--- src/rtl/enemy_slot_compactor.sv ---
// Frame-synchronous compactor: snapshots the fly sprite table on frame_tick, scans one entry
// per clock, packs alive entries into the lowest enemy slots and commits them in one cycle.
module enemy_slot_compactor #(
   parameter int N_SRC   = 17,
   parameter int N_DST   = 8,
   parameter int COORD_W = 10,
   localparam int IDX_W  = (N_SRC > 1) ? $clog2(N_SRC) : 1,
   localparam int CNT_W  = $clog2(N_SRC + 1)
) (
   input  logic                       clk,
   input  logic                       rst_n,
   input  logic                       frame_tick,
   input  logic [N_SRC*COORD_W-1:0]   src_x_flat,
   input  logic [N_SRC*COORD_W-1:0]   src_y_flat,
   input  logic [N_SRC-1:0]           src_alive,
   output logic [N_DST*COORD_W-1:0]   enemy_x_flat,
   output logic [N_DST*COORD_W-1:0]   enemy_y_flat,
   output logic [N_DST-1:0]           enemy_alive,
   output logic [N_DST*IDX_W-1:0]     enemy_src_idx,
   output logic [CNT_W-1:0]           alive_count,
   output logic                       overflow,
   output logic                       busy
);

   localparam int WR_W = (N_DST > 1) ? $clog2(N_DST + 1) : 1;

   typedef enum logic [1:0] {
      S_IDLE   = 2'd0,
      S_SCAN   = 2'd1,
      S_COMMIT = 2'd2
   } state_t;

   state_t                     r_state;
   state_t                     w_next;
   logic [N_SRC*COORD_W-1:0]   r_snap_x;
   logic [N_SRC*COORD_W-1:0]   r_snap_y;
   logic [N_SRC-1:0]           r_snap_alive;
   logic [N_DST*COORD_W-1:0]   r_sh_x;
   logic [N_DST*COORD_W-1:0]   r_sh_y;
   logic [N_DST-1:0]           r_sh_alive;
   logic [N_DST*IDX_W-1:0]     r_sh_idx;
   logic [IDX_W-1:0]           r_idx;
   logic [WR_W-1:0]            r_wr;
   logic [CNT_W-1:0]           r_cnt;
   logic [N_DST*COORD_W-1:0]   r_ex;
   logic [N_DST*COORD_W-1:0]   r_ey;
   logic [N_DST-1:0]           r_ealive;
   logic [N_DST*IDX_W-1:0]     r_eidx;
   logic [CNT_W-1:0]           r_acount;
   logic                       r_ovf;
   logic                       r_busy;
   logic [COORD_W-1:0]         w_cur_x;
   logic [COORD_W-1:0]         w_cur_y;
   logic                       w_cur_alive;
   logic                       w_take;

   always_ff @(posedge clk or negedge rst_n) begin
      if (!rst_n) begin
         r_state <= S_IDLE;
      end else begin
         r_state <= w_next;
      end
   end

   always_comb begin
      w_next = r_state;
      case (r_state)
         S_IDLE: begin
            if (frame_tick) w_next = S_SCAN;
            else            w_next = S_IDLE;
         end
         S_SCAN: begin
            if (r_idx == IDX_W'(N_SRC - 1)) w_next = S_COMMIT;
            else                            w_next = S_SCAN;
         end
         S_COMMIT: w_next = S_IDLE;
         default:  w_next = S_IDLE;
      endcase
   end

   // select the snapshot entry under the scan index
   always_comb begin
      w_cur_x     = '0;
      w_cur_y     = '0;
      w_cur_alive = 1'b0;
      for (int j = 0; j < N_SRC; j++) begin
         if (r_idx == IDX_W'(j)) begin
            w_cur_x     = r_snap_x[j*COORD_W +: COORD_W];
            w_cur_y     = r_snap_y[j*COORD_W +: COORD_W];
            w_cur_alive = r_snap_alive[j];
         end
      end
   end

   assign w_take = w_cur_alive && (r_wr < WR_W'(N_DST));

   always_ff @(posedge clk or negedge rst_n) begin
      if (!rst_n) begin
         r_snap_x     <= '0;
         r_snap_y     <= '0;
         r_snap_alive <= '0;
         r_sh_x       <= '0;
         r_sh_y       <= '0;
         r_sh_alive   <= '0;
         r_sh_idx     <= '0;
         r_idx        <= '0;
         r_wr         <= '0;
         r_cnt        <= '0;
         r_ex         <= '0;
         r_ey         <= '0;
         r_ealive     <= '0;
         r_eidx       <= '0;
         r_acount     <= '0;
         r_ovf        <= 1'b0;
      end else begin
         case (r_state)
            S_IDLE: begin
               if (frame_tick) begin
                  r_snap_x     <= src_x_flat;
                  r_snap_y     <= src_y_flat;
                  r_snap_alive <= src_alive;
                  r_sh_x       <= '0;
                  r_sh_y       <= '0;
                  r_sh_alive   <= '0;
                  r_sh_idx     <= '0;
                  r_idx        <= '0;
                  r_wr         <= '0;
                  r_cnt        <= '0;
               end
            end
            S_SCAN: begin
               // entries beyond the last slot are only counted, never written
               if (w_take) begin
                  for (int k = 0; k < N_DST; k++) begin
                     if (r_wr == WR_W'(k)) begin
                        r_sh_x[k*COORD_W +: COORD_W] <= w_cur_x;
                        r_sh_y[k*COORD_W +: COORD_W] <= w_cur_y;
                        r_sh_idx[k*IDX_W +: IDX_W]   <= r_idx;
                        r_sh_alive[k]                <= 1'b1;
                     end
                  end
                  r_wr <= r_wr + WR_W'(1);
               end
               if (w_cur_alive) r_cnt <= r_cnt + CNT_W'(1);
               if (r_idx != IDX_W'(N_SRC - 1)) r_idx <= r_idx + IDX_W'(1);
            end
            S_COMMIT: begin
               r_ex     <= r_sh_x;
               r_ey     <= r_sh_y;
               r_ealive <= r_sh_alive;
               r_eidx   <= r_sh_idx;
               r_acount <= r_cnt;
               r_ovf    <= (32'(r_cnt) > 32'(N_DST));
            end
            default: ;
         endcase
      end
   end

   always_ff @(posedge clk or negedge rst_n) begin
      if (!rst_n) begin
         r_busy <= 1'b0;
      end else begin
         r_busy <= (w_next != S_IDLE);
      end
   end

   assign enemy_x_flat  = r_ex;
   assign enemy_y_flat  = r_ey;
   assign enemy_alive   = r_ealive;
   assign enemy_src_idx = r_eidx;
   assign alive_count   = r_acount;
   assign overflow      = r_ovf;
   assign busy          = r_busy;

endmodule

--- config.mk ---
export PLATFORM = sky130hd
export DESIGN_NAME = enemy_slot_compactor
export DESIGN_NICKNAME = d
export VERILOG_FILES = /design/src/rtl/enemy_slot_compactor.sv
export SDC_FILE = /design/constraint.sdc
export NUM_CORES = 2
export LEC_CHECK = 0
export ABC_AREA = 1
export CAP_MARGIN = 15
export CORE_MARGIN = 4
export CORE_UTILIZATION = 45
export CTS_CLUSTER_SIZE = 16
export DETAILED_ROUTE_END_ITERATION = 6
export GPL_TIMING_DRIVEN = 0
export PLACE_DENSITY = 0.69
export SYNTH_ARGS = -nofsm -noshare
export SYNTH_HDL_FRONTEND = slang
export SYNTH_SLANG_ARGS = --single-unit
--- constraint.sdc ---
create_clock -name clk -period 3.05 [get_ports clk]
set_clock_uncertainty 0.15 [all_clocks]
set_input_delay 0.4575 -clock clk [delete_from_list [all_inputs] [get_ports clk]]
set_output_delay 0.4575 -clock clk [all_outputs]
set_load 0.005 [all_outputs]
### Metal 2

Cells faint in the background.
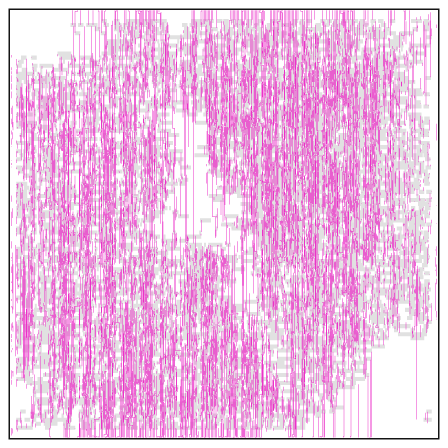
The longest straight run is 116 um. The layer carries 62.8 mm of wire. The wires run mostly vertical. 4476 nets have wire on it.

### M3 wires

The bar under the picture is 100 um long. Cells faint in the background.
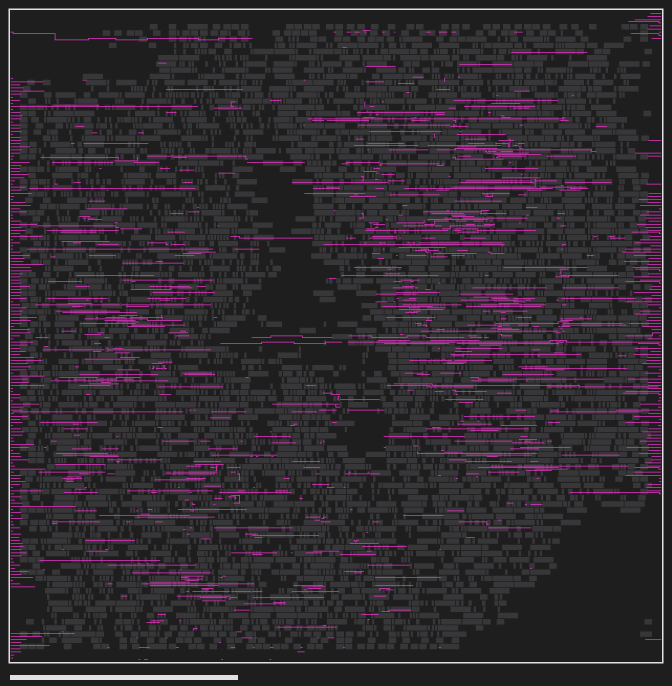
The wires run mostly horizontal. The layer carries 10000 um of wire. 732 nets have wire on it.

==> results.txt <==
Outcome: finished, violations left
Failing checks: setup timing
Commonest cells after routing, fill and taps aside: nand2_1 (2110), dfrtp_1 (792), clkdlybuf4s50_1 (573), nand2_2 (258), inv_1 (237)
GR Util met3: 4.88%
Initial antenna violation count: 6
Fin crit period: 3330 ps
Initial DRC Count: 3015
Fin Hold WS: 196 ps
Wl on met1: 51900 um
Post-layout period usage: 109%
Drt drc: 0
Critical path capture point type: register
Met2 WL: 62800 um
# IOs: 575
Layout cells sized above 1: 15.5%
DR vias/cell: 5.24
Mapped Nets: 4795
Remaining global-route overflow: 0
Clock Path Buffers: 3
CTS tree: built
Max Used Layer: met5
Yosys adder share: 0.395%
Ys cells: 4424
Cell area leaders: dfrtp_1 (57%), nand2_1 (27%), nand3_1 (3.2%)
Area grow syn2layout: 40.1%
Num CTS Buffers: 85
Tot Pwr: 0.0552 W
Worst reg2reg path depth: 24
Crit-path cells: buf_4 > ha_4 > inv_4 > nor2_4 > buf_4 > nand2_2 > buf_8 > nand3_2 > nand2_1 > nand2_2 > nand2_1 > nand2_1 > nand2_1 > nand3_1 > nand2_2 > nand3_4 > nand3_2 > nand3_2 > nand2_1 > nand2_1 > nand2_2 > nand2_8 > nand3_1 > nand2_2
Seq pwr share: 30.3%
Main power group: combinational cells
Most frequent logic cell in the layout: nand2_1
Met2 usage: 51.8%
Internal power: 0.0315 W
XOR/XNOR Area Share: 0.0503%
Crit path from: r_idx[1]
Setup slack after layout: -276 ps
Hold Startpoint: src_x_flat[34]
Clock power frac: 19.5%
Clock network power: 0.0108 W
Cell type with the largest total area: dfrtp_1
Synthesized instance count: 4424
DP Worst Slack: -1480 ps
Stages on the worst setup path: 24
Rel. slew slack: 16.3%
Cell mode on critical path: nand2_1
Placed inst area: 42000 um^2
Main synth FF type: dfrtp_1
GR met1 Demand/Resource: 40.3%
Met3 Wirelength: 10000 um
Resized Gates After CTS: 523
Setup violators final: 217
-- layout make-up --
type | count | area, um^2
plain buffers | 246 | 1500
repair buffers | 668 | 7190
fillers | 6483 | 27600
clock buffers | 123 | 2470
well taps | 1030 | 1290
diodes | 6 | 15.0
multi-input cells | 3128 | 15000
flip-flops and latches | 796 | 19900
clock inverters | 31 | 420
inverters | 253 | 966
-- sequential cells by signal, indices dropped and copies added (netlist names) --
signal / count
r_sh_alive: 8
r_snap_x: 170
r_snap_y: 170
enemy_alive: 8
r_sh_x: 80
alive_count: 5
r_state: 2
enemy_src_idx: 40
r_idx: 5
r_sh_idx: 40
r_sh_y: 80
r_snap_alive: 17
enemy_x_flat: 80
busy: 1
enemy_y_flat: 80
r_wr: 4
overflow: 1
r_cnt: 5
Power is estimated from default activity; no workload was simulated.
